**src/rtl/cell_rasterizer_pkg.sv**
```systemverilog
// Screen/map geometry shared by the world<->screen scaling blocks,
// plus the rasterizer state encoding.
package cell_rasterizer_pkg;

    localparam int unsigned SCREEN_W       = 1024;
    localparam int unsigned SCREEN_H       = 768;
    localparam int unsigned MAP_W          = 7;
    localparam int unsigned H_SHIFT        = 3;
    localparam int unsigned V_SCALE        = 6;
    localparam int unsigned BEATS_PER_CELL = 48;

    typedef enum logic {
        IDLE = 1'b0,
        EMIT = 1'b1
    } state_t;

endpackage

```
**src/rtl/cell_rasterizer.sv**
```systemverilog
// Expands one world-map cell address into the row-major stream of screen
// pixel coordinates it covers (8 columns x 6 rows per cell).
module cell_rasterizer
    import cell_rasterizer_pkg::*;
#(
    parameter int unsigned MAP_W   = 7,
    parameter int unsigned PIX_W   = 12,
    parameter int unsigned H_SHIFT = 3,
    parameter int unsigned V_SCALE = 6
)(
    input  logic                 clk,
    input  logic                 resetn,
    input  logic                 in_valid,
    output logic                 in_ready,
    input  logic [2*MAP_W-1:0]   in_addr,
    input  logic                 abort,
    output logic                 out_valid,
    input  logic                 out_ready,
    output logic [PIX_W-1:0]     out_column,
    output logic [PIX_W-1:0]     out_row,
    output logic                 out_last
);

    localparam int unsigned DY_W = $clog2(V_SCALE);
    localparam logic [H_SHIFT-1:0] DX_MAX = '1;
    localparam logic [DY_W-1:0]    DY_MAX = DY_W'(V_SCALE - 1);

    state_t               r_state;
    logic [PIX_W-1:0]     r_base_col;
    logic [PIX_W-1:0]     r_base_row;
    logic [H_SHIFT-1:0]   r_dx;
    logic [DY_W-1:0]      r_dy;
    logic [PIX_W-1:0]     r_out_column;
    logic [PIX_W-1:0]     r_out_row;
    logic                 r_out_last;
    logic                 r_out_valid;

    logic [MAP_W-1:0]     w_col;
    logic [MAP_W-1:0]     w_row;
    logic [PIX_W-1:0]     w_row_ext;
    logic [PIX_W-1:0]     w_base_col;
    logic [PIX_W-1:0]     w_base_row;
    logic                 w_dx_wrap;
    logic [H_SHIFT-1:0]   w_next_dx;
    logic [DY_W-1:0]      w_next_dy;

    assign w_col      = in_addr[MAP_W-1:0];
    assign w_row      = in_addr[2*MAP_W-1:MAP_W];
    assign w_row_ext  = PIX_W'(w_row);
    assign w_base_col = PIX_W'(w_col) << H_SHIFT;
    // row*6 as a shift-add pair; no multiplier or divider in the path
    assign w_base_row = (w_row_ext << 2) + (w_row_ext << 1);

    assign w_dx_wrap  = (r_dx == DX_MAX);
    assign w_next_dx  = r_dx + 1'b1;
    assign w_next_dy  = w_dx_wrap ? r_dy + 1'b1 : r_dy;

    assign in_ready   = (r_state == IDLE);
    assign out_valid  = r_out_valid;
    assign out_column = r_out_column;
    assign out_row    = r_out_row;
    assign out_last   = r_out_last;

    always_ff @(posedge clk or negedge resetn) begin
        if (!resetn) begin
            r_state      <= IDLE;
            r_base_col   <= '0;
            r_base_row   <= '0;
            r_dx         <= '0;
            r_dy         <= '0;
            r_out_column <= '0;
            r_out_row    <= '0;
            r_out_last   <= 1'b0;
            r_out_valid  <= 1'b0;
        end else begin
            case (r_state)
                IDLE: begin
                    if (in_valid && !abort) begin
                        r_base_col   <= w_base_col;
                        r_base_row   <= w_base_row;
                        r_dx         <= '0;
                        r_dy         <= '0;
                        r_out_column <= w_base_col;
                        r_out_row    <= w_base_row;
                        r_out_last   <= 1'b0;
                        r_out_valid  <= 1'b1;
                        r_state      <= EMIT;
                    end
                end
                EMIT: begin
                    if (abort) begin
                        r_out_valid <= 1'b0;
                        r_out_last  <= 1'b0;
                        r_state     <= IDLE;
                    end else if (out_ready) begin
                        if (r_out_last) begin
                            r_out_valid <= 1'b0;
                            r_out_last  <= 1'b0;
                            r_state     <= IDLE;
                        end else begin
                            // outputs are registered, so they are built from the next dx/dy
                            r_dx         <= w_next_dx;
                            r_dy         <= w_next_dy;
                            r_out_column <= r_base_col + PIX_W'(w_next_dx);
                            r_out_row    <= r_base_row + PIX_W'(w_next_dy);
                            r_out_last   <= (w_next_dx == DX_MAX) && (w_next_dy == DY_MAX);
                        end
                    end
                end
                default: r_state <= IDLE;
            endcase
        end
    end

endmodule

```
**config.mk**
```make
export PLATFORM = sky130hd
export DESIGN_NAME = cell_rasterizer
export DESIGN_NICKNAME = d
export VERILOG_FILES = /design/src/rtl/cell_rasterizer_pkg.sv /design/src/rtl/cell_rasterizer.sv
export SDC_FILE = /design/constraint.sdc
export NUM_CORES = 1
export LEC_CHECK = 0
export CORE_UTILIZATION = 45
export CTS_BUF_LIST = sky130_fd_sc_hd__clkbuf_4 sky130_fd_sc_hd__clkbuf_8 sky130_fd_sc_hd__clkbuf_16
export DETAILED_ROUTE_END_ITERATION = 8
export GPL_TIMING_DRIVEN = 1
export PLACE_DENSITY = 0.82
export SLEW_MARGIN = 20
export SYNTH_ARGS = -nofsm -noshare
export SYNTH_HDL_FRONTEND = slang
export SYNTH_SLANG_ARGS = --single-unit
```
**constraint.sdc**
```tcl
create_clock -name clk -period 2.43 [get_ports clk]
set_clock_uncertainty 0.1 [all_clocks]
set_input_delay 0.486 -clock clk [delete_from_list [all_inputs] [get_ports clk]]
set_output_delay 0.486 -clock clk [all_outputs]
set_load 0.005 [all_outputs]
```
==> flow_metrics.env, run 1 <==
# source this file to load flow results
export IMPL_r2r_start="r_dx[1]$_DFFE_PN0P_"
export IMPL_startpoint_type="register"
export IMPL_fmax_mhz=429.1
export IMPL_ys_types=52
export IMPL_powerDensity_nw_per_um2=670.1
export IMPL_drt_iter0_drc=80
export IMPL_gp_congestion=0.9161
export IMPL_drive_above_1_share=0.1594
export IMPL_p_int_mw=1.564
export IMPL_grt_total_usage=0.2144
export IMPL_crit_chain="ha_2 -> ha_4 -> mux2i_4 -> and2b_1 -> fa_2 -> and3_4 -> xnor2_1 -> mux2_4 -> o21ai_2"
export IMPL_fin_nets=353
export IMPL_power_total_mw=2.135
export IMPL_power_frac_seq=0.432
export IMPL_syn_instance_count=256
export IMPL_clock_root_buffer="clkbuf_8"
export IMPL_antenna_cells=0
export IMPL_synth_edff_count=0
export IMPL_pwr_share_comb=0.251
export IMPL_grt_pass1_vias=2001
export IMPL_hold_viol_final=0
export IMPL_layout_top_cell="nand2_1"
export IMPL_max_slew_margin=0.6476
export IMPL_irDropWorstVdd_mv=0.2482
export IMPL_core_area_um2=5107
export IMPL_clkTransAtPathRegs_ns=0.08
export IMPL_cts_resized=2
export IMPL_p_sw_frac=0.2673
export IMPL_syn_to_final_growth_pct=34.14
export IMPL_simple_gate_area_frac=0.2013
export IMPL_top_logic_kind="simple AND/OR/NAND/NOR gates"
export IMPL_dieArea_um2=5572
export IMPL_setup_viol=0
export IMPL_topCellsByArea="dfrtp_1 44%, nand2_1 10%, ha_1 6.8%, mux2i_1 3.4%, o21ai_1 2.5%"
export IMPL_die_w_um=74.65
export IMPL_ys_area_um2=2375
export IMPL_grt_overflow=0
export IMPL_synth_most_common_cell="nand2_1"
export IMPL_finalCriticalPeriod_ns=2.331
export IMPL_ys_ff=42
export IMPL_clockBufferDepth=2
export IMPL_drc=0
export IMPL_grt_max_degree=43
export IMPL_mappedNetlistArea_um2=2375
export IMPL_dp_hpwl_mm=3.780
export IMPL_warning_count=29
export IMPL_finalClockPeriodUsage=0.9591
export IMPL_initial_utilization=0.4650
export IMPL_common_cells="64 x nand2_1, 42 x dfrtp_1, 13 x ha_1, 13 x nor2_1, 12 x o21ai_1"
export IMPL_post_cts_buffers=0
export IMPL_clkLatencyLatePin_ns=0.29
export IMPL_wl_per_cell_um=13.87
export IMPL_critPathArrivalTime_ns=2.46
export IMPL_top_area_cell="dfrtp_1"
export IMPL_die_y_um=74.65
export IMPL_yosys_cells=256
export IMPL_cap_violations=0
export IMPL_critPathCaptureType="register"
export IMPL_antenna_left=0
export IMPL_rsz0062_at_grt="no"
export IMPL_htree_levels=2
export IMPL_antenna_found_initial=0
export IMPL_status="finished clean"
export IMPL_critPathRequiredTime_ns=2.56
export IMPL_synthArstFlopShare=1.000
export IMPL_cts_sinks=42
export IMPL_io_pin_count=46
export IMPL_syn_area_per_cell_um2=9.276
export IMPL_vias=2024
export IMPL_io_buffers=42
export IMPL_yosysWarningCount=0
export IMPL_ys_sh_adder=0.08535
export IMPL_cts_tree="built"
export IMPL_setup_worst_path_end="out_row[9]$_DFFE_PN0P_"
export IMPL_pwr_share_clk=0.317
export IMPL_crit_start="r_dx[1]$_DFFE_PN0P_"
export IMPL_p_sw_uw=570.6
export IMPL_worstPathMaxFanout=3
export IMPL_path_class="reg -> reg"
export IMPL_fin_setup_tns_ns=0
export IMPL_cts_buffers=5
export IMPL_grt_pass1_wl_mm=9.011
export IMPL_ctsHoldBuffers=0
## run 1: area by class of cell
cell class | instances | area, um^2 | area share
clock inverter | 2 | 60.06 | 0.01885
clock buffer | 6 | 82.58 | 0.02592
timing repair buffer | 67 | 605.6 | 0.1901
tap | 70 | 87.58 | 0.02749
inverter | 6 | 22.52 | 0.007070
sequential | 42 | 1051 | 0.3299
multi-input combinational | 197 | 1276 | 0.4006
## run 1: metrics by stage
stage	setup WS (ns)	cell area, um^2	utilization	std cells	hold WS (ns)
final	0.09928	3186	0.6237	390	0.1443
after global routing	0.008324	3186	0.6237	390	0.1898
after CTS	0.004004	3138	0.6144	387	0.1673
after detailed placement	-0.1794	2985	0.5845	379	0.3642
after global placement	-0.08979	2985	0.5845	379	0.3567
after floorplan	0.01388	2397	-	258	0.09041
## run 1: layer usage
layer	part of all wire	vias up	track usage	wire (um)
li1	-	998	-	-
met4	0.0092	0	0.06499	50
met2	0.51	67	0.3774	2747
met3	0.043	4	0.03748	234
met5	0	-	0	0
met1	0.44	955	0.2697	2376
## run 1: power groups by stage
stage | Combinational [mW] | Sequential [mW] | Clock (mW)
3_3_place_gp | 0.512 | 0.924 | 0
5_1_grt | 0.603 | 0.937 | 0.722
4_1_cts | 0.534 | 0.920 | 0.691
2_1_floorplan | 0.252 | 0.916 | 0
6_report | 0.537 | 0.922 | 0.676
3_5_place_dp | 0.526 | 0.933 | 0
## run 1: critical path: cells and delay by family (launching register included)
kind / cells / cell delay (ns)
fa+ha+maj: 3 / 0.70
mux: 2 / 0.48
flops: 1 / 0.37
simple gates: 2 / 0.37
xor+xnor: 1 / 0.12
compound gates: 1 / 0.11
## run 1: state kept, by name (all words and copies together), names as in the netlist
name	count
r_base_row	9
out_column	8
out_valid	1
r_state	1
out_last	1
r_dx	2
r_dy	3
out_row	10
r_base_col	7
**Run 1: cells colored by class**

Scale: 4 px per um.
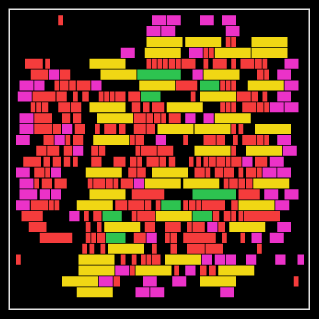
Key: magenta = remaining buffers and delay cells [cells 67, share of their area 20%]; red = remaining logic cells [cells 203, share of their area 42%]; yellow = registers [cells 42, share of their area 34%]; green = clock drivers and dummy loads [cells 8, share of their area 4.6%]

**Run 1: placed standard cells**

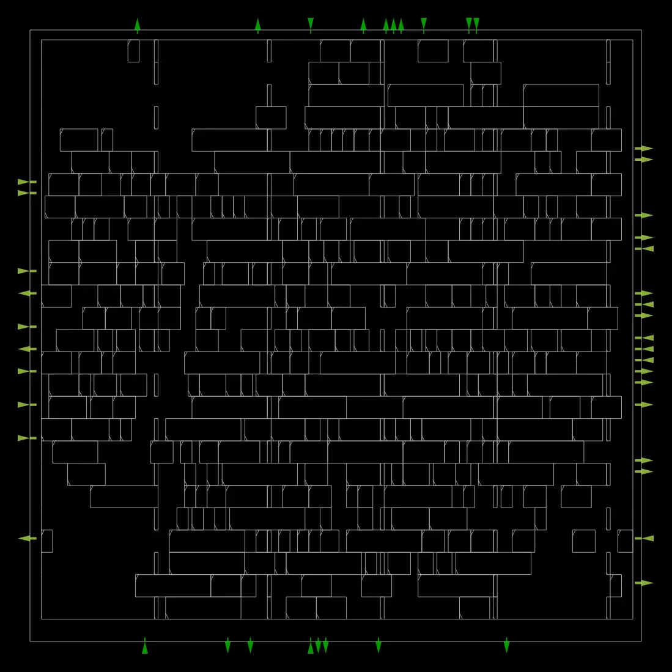
non-filler instance count after layout: 390
seq_cells: 42
Tapcells: 70
Fill cells: 437
# rows: 26

**Run 1: sequential cells grouped by signal name**

Scale: 8 px per um. Other sequential cells in the stronger gray, the rest of the logic in the fainter gray.
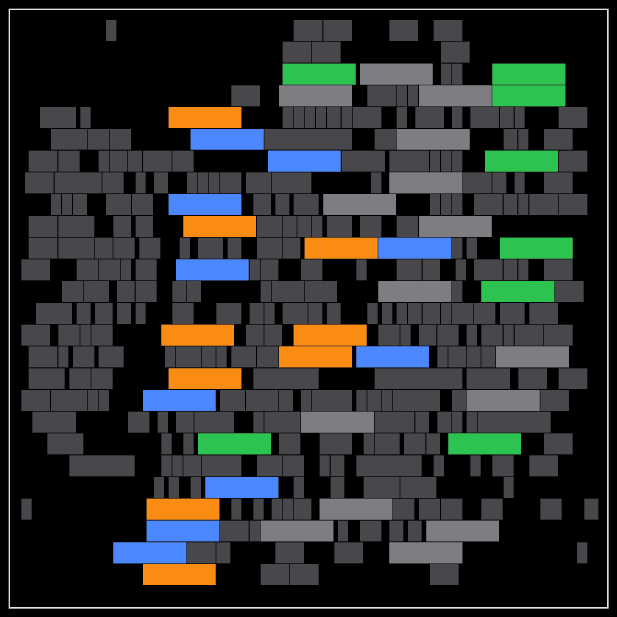
Key: green = out_column [sequential cells 8]; orange = r_base_row [sequential cells 9]; blue = out_row [sequential cells 10]

## Run 2: what changed since run 1
--- a/config.mk
+++ b/config.mk
@@ -5,11 +5,11 @@
 export SDC_FILE = /design/constraint.sdc
 export NUM_CORES = 1
 export LEC_CHECK = 0
-export CORE_UTILIZATION = 45
+export CORE_UTILIZATION = 47
 export CTS_BUF_LIST = sky130_fd_sc_hd__clkbuf_4 sky130_fd_sc_hd__clkbuf_8 sky130_fd_sc_hd__clkbuf_16
 export DETAILED_ROUTE_END_ITERATION = 8
 export GPL_TIMING_DRIVEN = 1
-export PLACE_DENSITY = 0.82
+export PLACE_DENSITY = 0.84
 export SLEW_MARGIN = 20
 export SYNTH_ARGS = -nofsm -noshare
 export SYNTH_HDL_FRONTEND = slang
**Run 2: metal 3**

Scale: 4 px per um.
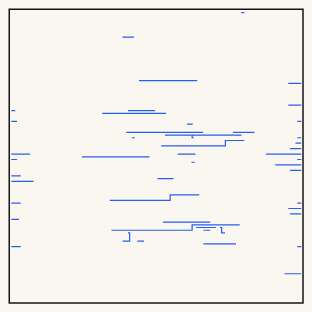
The layer carries 280 um of wire. 40 nets have wire on it. The wires run mostly horizontal. The longest straight run is 20.0 um. The layer holds 4.9% of the routed length.
total wire length: 5.670 mm
via count: 2062
met3 global-route usage: 0.03453

**Run 2: sequential cells grouped by signal name**

Scale: 8 px per um. Other sequential cells in the stronger gray, the rest of the logic in the fainter gray.
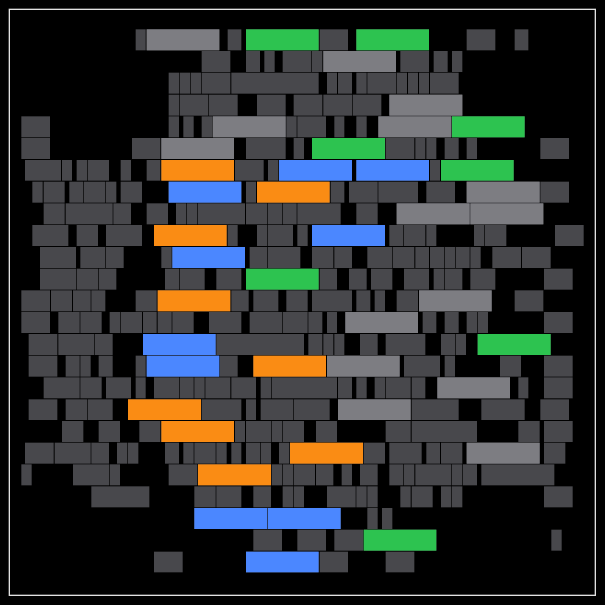
Key: green = out_column [sequential cells 8]; orange = r_base_row [sequential cells 9]; blue = out_row [sequential cells 10]
flop share of the area: 0.3301
sequential power: 924 uW

**Run 2: placed standard cells**

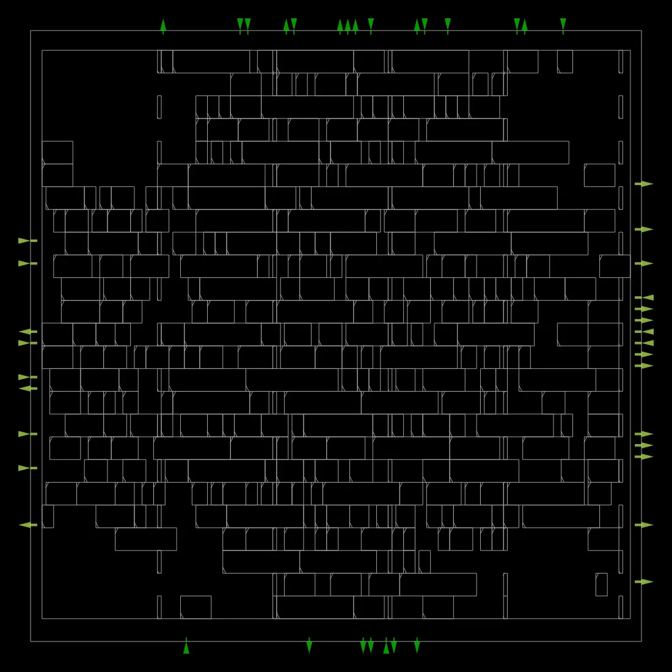
Fill cells: 380
Layout Utilization: 0.6654
core box area: 4786 um^2
Tapcells: 67
non-filler instance count after layout: 386

==> run 2 against run 1 <==
Cell count shrank 1.0%. Sequential share of layout area is essentially flat. Core utilization grew 4.2 points. Setup slack lost 0.087 ns. Combinational power grew 0.9%. Maximum frequency shrank 3.6%. Die size shrank 4.1%. Critical path depth is the same. Synthesized area is the same. Power is essentially flat. Clock power shrank 1%. Via count grew 1.9%. Largest cell class unchanged.
==> flow_metrics.env, run 2 <==
# source this file to load flow results
export IMPL_common_cells="64 x nand2_1, 42 x dfrtp_1, 13 x ha_1, 13 x nor2_1, 12 x o21ai_1"
export IMPL_cts_tree="built"
export IMPL_grt_total_usage=0.2265
export IMPL_worst_slack_ns=0.01179
export IMPL_crit_chain="ha_2 -> ha_4 -> mux2i_4 -> and2b_1 -> fa_2 -> and3_4 -> xnor2_1 -> mux2_4 -> o21ai_2"
export IMPL_finalCriticalPeriod_ns=2.418
export IMPL_placementRows=25
export IMPL_syn_to_final_growth_pct=34.09
export IMPL_dieArea_um2=5341
export IMPL_synthArstFlopShare=1.000
export IMPL_topCellsByArea="dfrtp_1 44%, nand2_1 10%, ha_1 6.8%, mux2i_1 3.4%, o21ai_1 2.5%"
export IMPL_mappedNetlistArea_um2=2375
export IMPL_die_y_um=73.08
export IMPL_irDropWorstVdd_mv=0.2769
export IMPL_grt_max_degree=24
export IMPL_dpl_instance_area_um2=2989
export IMPL_cap_violations=0
export IMPL_clock_root_buffer="clkbuf_8"
export IMPL_post_place_cells=377
export IMPL_wl_per_cell_um=14.69
export IMPL_clk_power_uw=669
export IMPL_clkTransAtPathRegs_ns=0.09
export IMPL_grt_pass1_wl_mm=9.163
export IMPL_antenna_cells=0
export IMPL_io_buffers=42
export IMPL_gp_congestion=0.8940
export IMPL_power_total_mw=2.135
export IMPL_initial_utilization=0.4962
export IMPL_register_area_um2=1051
export IMPL_yosys_cells=256
export IMPL_status="finished clean"
export IMPL_ys_types=52
export IMPL_pwr_share_comb=0.254
export IMPL_hold_slack_ns=0.03613
export IMPL_clockBufferDepth=2
export IMPL_drive_above_1_share=0.1630
export IMPL_p_sw_uw=598.7
export IMPL_fmax_mhz=413.5
export IMPL_synth_most_common_cell="nand2_1"
export IMPL_fin_nets=352
export IMPL_cts_resized=2
run 2: cell counts after synthesis:
Identical to the previous run, type by type.
run 2: kinds of logic after synthesis:
kind of cell,count (synthesis),share of synthesized area
fa+ha+maj,15,0.08536
flops,42,0.4426
mux,10,0.04478
compound gates,52,0.1444
xor+xnor,10,0.03688
buf+inv,19,0.04320
simple gates,107,0.2013
other cells,1,0.001579
run 2: area by class of cell:
| type | instances | share of cell area |
|---|---|---|
| timing repair buffer | 66 | 0.1870 |
| clock inverter | 3 | 0.02161 |
| sequential | 42 | 0.3301 |
| clock buffer | 5 | 0.02161 |
| multi-input combinational | 197 | 0.4063 |
| inverter | 6 | 0.007073 |
| tap | 67 | 0.02633 |
run 2: worst max path at each step:
stage | startpoint | to | slack, ns
after global placement | in_addr[8] | out_row[8]$_DFFE_PN0P_ | -0.08
final | r_dx[1]$_DFFE_PN0P_ | out_row[9]$_DFFE_PN0P_ | 0.01
after global routing | r_dx[1]$_DFFE_PN0P_ | out_row[7]$_DFFE_PN0P_ | -0.07
after detailed placement | in_addr[8] | out_row[8]$_DFFE_PN0P_ | -0.16
after floorplan | r_dx[1]$_DFFE_PN0P_ | out_row[9]$_DFFE_PN0P_ | 0.01
after CTS | r_dx[1]$_DFFE_PN0P_ | out_row[9]$_DFFE_PN0P_ | 0.01
run 2: layer usage:
metal / GRT usage / vias up / routed length [um]
li1: - / 1003 / -
met1: 0.3028 / 983 / 2468
met2: 0.3745 / 70 / 2855
met3: 0.03453 / 6 / 280
met4: 0.07843 / 0 / 66
met5: 0 / - / 0
run 2: critical path: cells and delay by family (launching register included):
family,cells,cell delay [ns]
fa+ha+maj,3,0.77
compound gates,1,0.11
xor+xnor,1,0.12
flops,1,0.37
simple gates,2,0.39
mux,2,0.49
Power is estimated from default activity; no workload was simulated.
